$ cat config.mk
export PLATFORM = sky130hd
export DESIGN_NAME = sort_stream_unit
export DESIGN_NICKNAME = d
export VERILOG_FILES = /design/src/rtl/sort_stream_unit.sv
export SDC_FILE = /design/constraint.sdc
export NUM_CORES = 1
export LEC_CHECK = 0
export CORE_MARGIN = 2
export CORE_UTILIZATION = 40
export CTS_CLUSTER_DIAMETER = 200
export CTS_CLUSTER_SIZE = 40
export DETAILED_ROUTE_END_ITERATION = 6
export PLACE_DENSITY = 0.63
export SYNTH_ARGS = -nofsm -noshare
export SYNTH_HDL_FRONTEND = slang
export SYNTH_SLANG_ARGS = --single-unit
$ cat constraint.sdc
create_clock -name clk -period 4.1 [get_ports clk]
set_clock_uncertainty 0.05 [all_clocks]
set_input_delay 1.23 -clock clk [delete_from_list [all_inputs] [get_ports clk]]
set_output_delay 1.23 -clock clk [all_outputs]
set_load 0.02 [all_outputs]
$ cat src/rtl/sort_stream_unit.sv
// sort_stream_unit
//   Serial-in / serial-out sorter. Collects NUM signed DW-bit words, sorts them
//   ascending with an odd-even transposition network (one pass per cycle), then
//   streams NUM results according to the mode latched with the first word:
//     mode 0: ascending, 1: descending, 2: circular adjacent sums,
//     mode 3: adjacent differences, with the range (max - min) as the last result.
//
// Ports
//   clk         in   1      clock, rising edge
//   rst_n       in   1      asynchronous reset, active low
//   in_valid    in   1      in_number/mode valid this cycle
//   in_number   in   DW     signed input word
//   mode        in   2      operation select, sampled with the first word of a batch
//   in_ready    out  1      input accepted this cycle (IDLE/COLLECT only)
//   out_ready   in   1      downstream accepts out_result this cycle
//   out_valid   out  1      out_result valid
//   out_result  out  DW+2   signed result, sign-extended; zero while out_valid is low
//
// State     | meaning
// ----------+---------------------------------------------------------------
// S_IDLE    | waiting for the first word of a batch; cnt_q = 0
// S_COLLECT | storing words; cnt_q = number of words stored so far
// S_SORT    | one transposition pass per cycle; cnt_q = pass number
// S_OUT     | streaming results; cnt_q = output index of the word on out_result

module sort_stream_unit #(
    parameter int NUM = 4,
    parameter int DW  = 4
) (
    input  logic              clk,
    input  logic              rst_n,
    input  logic              in_valid,
    input  logic [DW-1:0]     in_number,
    input  logic [1:0]        mode,
    output logic              in_ready,
    input  logic              out_ready,
    output logic              out_valid,
    output logic [DW+1:0]     out_result
);

    localparam int CW = $clog2(NUM);
    localparam int RW = DW + 2;
    localparam logic [CW-1:0] LAST = CW'(NUM - 1);

    typedef enum logic [1:0] {
        S_IDLE,
        S_COLLECT,
        S_SORT,
        S_OUT
    } state_t;

    state_t                state_q, state_d;
    logic [CW-1:0]         cnt_q, cnt_d;
    logic [1:0]            mode_q, mode_d;
    logic signed [DW-1:0]  buf_q [NUM];
    logic signed [DW-1:0]  buf_d [NUM];
    logic                  out_valid_q, out_valid_d;
    logic [RW-1:0]         out_result_q, out_result_d;

    logic                  accept;
    logic signed [DW-1:0]  srt [NUM];
    logic [CW-1:0]         sel, sel_nxt;
    logic                  sel_last;
    logic signed [RW-1:0]  a_cur, a_nxt, a_rev;
    logic [RW-1:0]         res;

    function automatic logic signed [RW-1:0] sext(input logic signed [DW-1:0] v);
        return {{2{v[DW-1]}}, v};
    endfunction

    assign in_ready   = (state_q == S_IDLE) || (state_q == S_COLLECT);
    assign accept     = in_valid && in_ready;
    assign out_valid  = out_valid_q;
    assign out_result = out_result_q;

    // One transposition pass; pass parity selects which neighbour pairs compare.
    // The pairs within a pass are disjoint, so swapping in place is safe.
    always_comb begin
        srt = buf_q;
        for (int i = 0; i < NUM - 1; i++) begin
            if ((i % 2) == int'(cnt_q[0])) begin
                if (srt[i] > srt[i+1]) begin
                    srt[i]   = buf_q[i+1];
                    srt[i+1] = buf_q[i];
                end
            end
        end
    end

    // Result for the index that will sit on out_result after the next edge:
    // the current index when first entering OUT, the following one afterwards.
    always_comb begin
        sel      = out_valid_q ? cnt_q + 1'b1 : cnt_q;
        sel_last = (sel == LAST);
        sel_nxt  = sel_last ? '0 : sel + 1'b1;
        a_cur    = sext(buf_q[sel]);
        a_nxt    = sext(buf_q[sel_nxt]);
        a_rev    = sext(buf_q[LAST - sel]);
        res      = '0;
        case (mode_q)
            2'd0: res = a_cur;
            2'd1: res = a_rev;
            2'd2: res = a_cur + a_nxt;
            // On the last index sel_nxt wraps to 0, so the range is a_cur - a_nxt.
            2'd3: res = sel_last ? (a_cur - a_nxt) : (a_nxt - a_cur);
            default: res = '0;
        endcase
    end

    always_comb begin
        state_d      = state_q;
        cnt_d        = cnt_q;
        mode_d       = mode_q;
        buf_d        = buf_q;
        out_valid_d  = out_valid_q;
        out_result_d = out_result_q;
        case (state_q)
            S_IDLE: begin
                if (accept) begin
                    buf_d[cnt_q] = in_number;
                    mode_d       = mode;
                    cnt_d        = cnt_q + 1'b1;
                    state_d      = S_COLLECT;
                end
            end
            S_COLLECT: begin
                if (accept) begin
                    buf_d[cnt_q] = in_number;
                    if (cnt_q == LAST) begin
                        cnt_d   = '0;
                        state_d = S_SORT;
                    end else begin
                        cnt_d = cnt_q + 1'b1;
                    end
                end
            end
            S_SORT: begin
                buf_d = srt;
                if (cnt_q == LAST) begin
                    cnt_d   = '0;
                    state_d = S_OUT;
                end else begin
                    cnt_d = cnt_q + 1'b1;
                end
            end
            S_OUT: begin
                if (!out_valid_q) begin
                    out_valid_d  = 1'b1;
                    out_result_d = res;
                end else if (out_ready) begin
                    if (cnt_q == LAST) begin
                        out_valid_d  = 1'b0;
                        out_result_d = '0;
                        cnt_d        = '0;
                        state_d      = S_IDLE;
                    end else begin
                        cnt_d        = cnt_q + 1'b1;
                        out_result_d = res;
                    end
                end
            end
            default: begin
                state_d      = S_IDLE;
                cnt_d        = '0;
                out_valid_d  = 1'b0;
                out_result_d = '0;
            end
        endcase
    end

    always_ff @(posedge clk or negedge rst_n) begin
        if (!rst_n) begin
            state_q      <= S_IDLE;
            cnt_q        <= '0;
            mode_q       <= '0;
            out_valid_q  <= 1'b0;
            out_result_q <= '0;
            for (int i = 0; i < NUM; i++) begin
                buf_q[i] <= '0;
            end
        end else begin
            state_q      <= state_d;
            cnt_q        <= cnt_d;
            mode_q       <= mode_d;
            out_valid_q  <= out_valid_d;
            out_result_q <= out_result_d;
            buf_q        <= buf_d;
        end
    end

endmodule

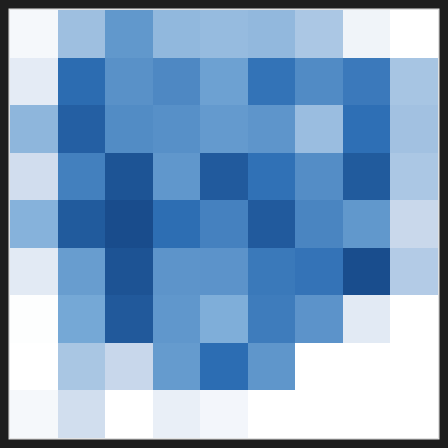
Fig. 1. Placement density heat map.
9 x 9 tiles, from white (low) to dark blue (high), 0 to 100% covered.
The mean over all tiles is 45%. The fullest tile reaches 89%. The densest ninth of the die: middle. 16% of the tiles are over 75% full. 15% of the tiles are nearly empty.

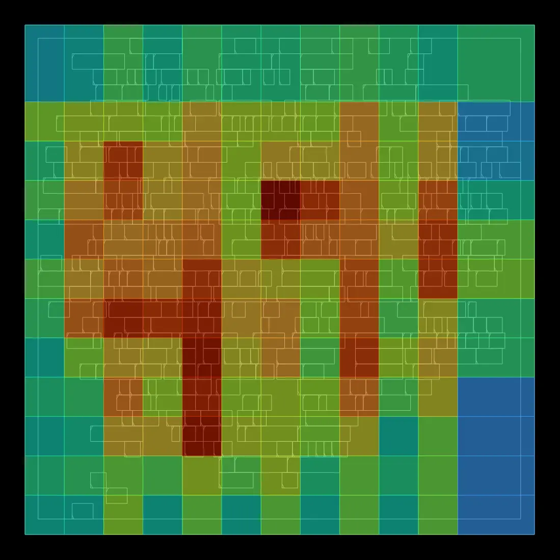
Fig. 2. Routing congestion map.
met3 usage: 3.047%
Total GRT Usage: 21.02%
Final Core Density: 52.24%

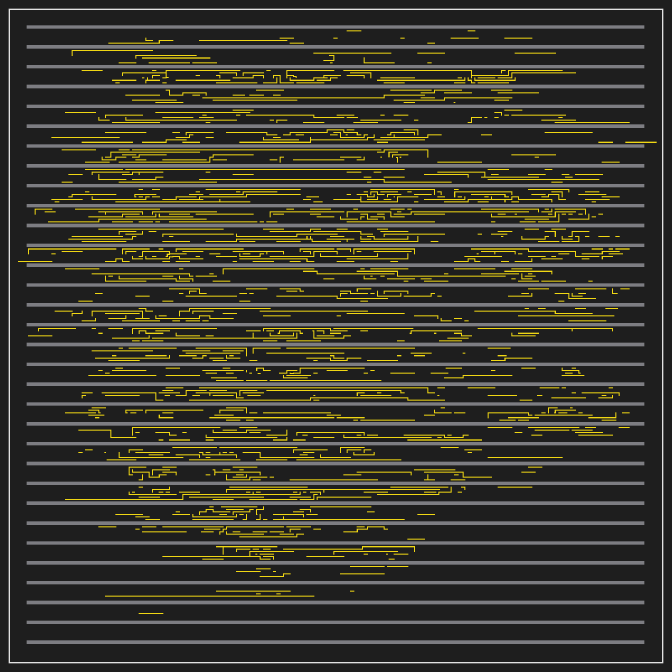
Fig. 3. Met1 routing.
Supply wires on this layer in gray.
The layer holds 44% of the routed length. The longest straight run is 38.2 microns. 372 nets have wire on it. The layer carries 3640 microns of wire. The wires run mostly horizontal.

==> reports/qor.txt <==
Status: complete, no violations
Worst hold stages: 2
Critical path type: flip-flop to flip-flop
TritonCTS clock tree: yes
Initial antenna violation count: 0
DR vias: 2771
OpenROAD warning count: 42
WHS: 441.2 ps
TritonCTS Buffers: 3
Worst-Skew Late Latency: 290 ps
Dpl cells: 459
Vias per std cell: 5.908
Max reg flops: 16
Mean post-synth cell area: 8.888 sq um
Slowest-stage cell, CP: dfrtp_1
Worst R2R Path Depth: 17
Worst Hold Class: flip-flop to flip-flop
CTS clk-pin slew, worst paths: 110 ps
Synth Warn #: 0
Die y size: 89.37 microns
Row count: 31
Final instance area: 3729 sq um
Post-CTS sizing: 4
IO Pins: 18
Worst path buffer plus inverter count: 2
I/O Buffers: 17
Yosys synthesis chip area: 2915 sq um
First-pass GRT wire length: 12940 microns
Final hold violation count: 0
Worst Hold End: out_result[2]
Initial DRC Count: 189
CP peak stage delay: 410 ps
Synth unique cells: 50
Post-Route WL: 8365 microns
Tightest Pin Transition: 624.7 ps
Area after DPL: 3379 sq um
Drt wl/cell: 17.84 microns
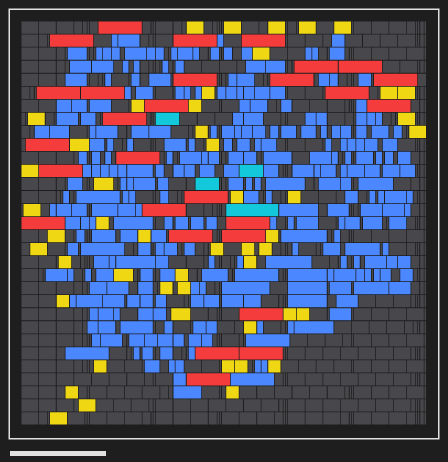
Fig. 4. Placed cells, one color a class.
Bar = 20 microns. Fill, decap, tap and diode cells in gray.
Key: combinational and other logic = blue [cells 289]; clock drivers and dummy loads = cyan [cells 4]; sequential cells = red [cells 28]; remaining buffers and delay cells = yellow [cells 49]

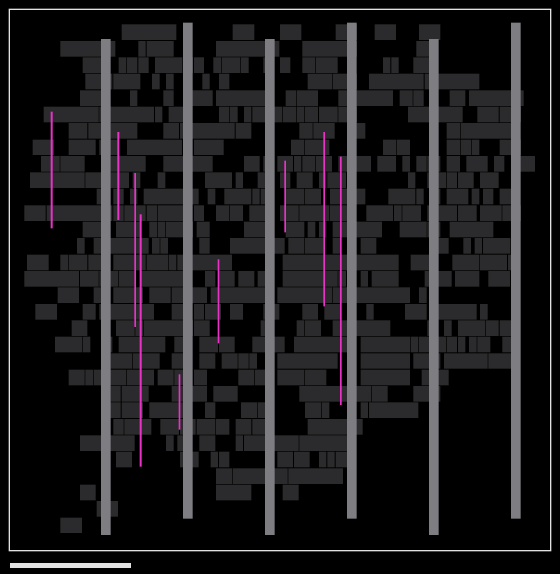
Fig. 5. Met4 routing.
Bar = 20 microns. Supply wires on this layer in gray.
The wires run mostly vertical. The longest straight run is 41.5 microns.

==> cell usage after synthesis (2+ instances only) <==
cell type  instances  area, sq um
o2bb2ai_1          4        35.03
o21ai_0           17        85.08
nor3b_1            3        22.52
a21oi_1           20        100.1
inv_1             39        146.4
nand2b_1           5        31.28
mux4_1             2        52.55
ha_1              34        425.4
o31ai_1            6        45.04
or2_2              3        18.77
o21ai_1            2        10.01
clkbuf_1           6        22.52
a21o_1             3        22.52
o22a_1             2        17.52
nor2b_1            8        50.05
a22oi_1           13        97.59
o221ai_1          10        87.58
a32oi_1            2        17.52
a31oi_1            4        25.02
fa_1               3        60.06
nand2_1           15        56.30
buf_4              2        15.01
dfrtp_1           28        700.7
o21bai_1           7        52.55
nor4b_1            2        17.52
nand3_1            5        25.02
buf_2              2        10.01
nor3_1             6        30.03
o21a_1             2        15.01
o22ai_1            5        31.28
mux2_2             5        56.30
nor2_1            21        78.83
mux2i_1           12        120.1
and2_1             3        18.77
a221oi_1           7        61.31
mux4_2             6        135.1
==> worst max path at each step <==
stage,to,cells past startpoint,slack [ps],startpoint
after floorplan,buf_q[4],18,30,buf_q[9]
after global routing,buf_q[4],17,-190,buf_q[9]
final,buf_q[4],17,90,buf_q[9]
after CTS,buf_q[4],17,0.4,buf_q[9]
after detailed placement,buf_q[4],17,-50,buf_q[9]
after global placement,buf_q[4],17,50,buf_q[9]
==> logic make-up (layout without fill, tap and decap cells) <==
logic type      Yosys count  count (layout)  share of synthesized area [%]
compound gates          111             111                          26.35
mux                      25              25                          12.49
simple gates             73              73                          12.40
flops                    28              28                          24.03
xor+xnor                  3               3                          1.159
buf+inv                  51              93                          6.909
fa+ha+maj                37              37                          16.65
==> routing by layer <==
layer	part of all wire, %	vias up	routed length, microns	global-route usage, %
met5	0	-	0	0
met2	49	98	4139	36.43
met4	2.4	0	203	6.106
met1	44	1347	3639	27.16
li1	-	1307	-	-
met3	4.6	19	383	3.047
==> placed cells by master (no fill, tap or decap), types with 3 or more instances in the layout <==
cell type and instances:
a21oi_2 4, nor2b_1 7, mux2i_1 10, nor3b_1 3, a21o_1 3, o31ai_1 5, buf_4 28, mux2_2 5
and2_1 3, buf_6 4, nor2_1 21, ha_4 6, a31oi_1 4, o2bb2ai_1 4, o21ai_2 3, a22oi_2 4
ha_1 27, a221oi_1 6, clkdlybuf4s50_1 17, mux4_2 6, o22ai_1 5, a21oi_1 15, inv_2 4, or2_2 3
clkbuf_8 3, fa_1 3, nand2_1 14, dfrtp_1 28, o21ai_0 16, o221ai_1 10, nor3_1 4, nand3_1 4
inv_1 36, o21bai_1 5, a22oi_1 9, nand2b_1 5
==> cell type report <==
type	count	area [sq um]	area share [%]
Inverter	40	150.1	4.027
Clock inverter	1	30.03	0.8054
Multi-Input combinational cell	249	2257	60.54
Clock buffer	3	41.29	1.107
Timing Repair Buffer	49	425.4	11.41
Sequential cell	28	700.7	18.79
Tap cell	99	123.9	3.322
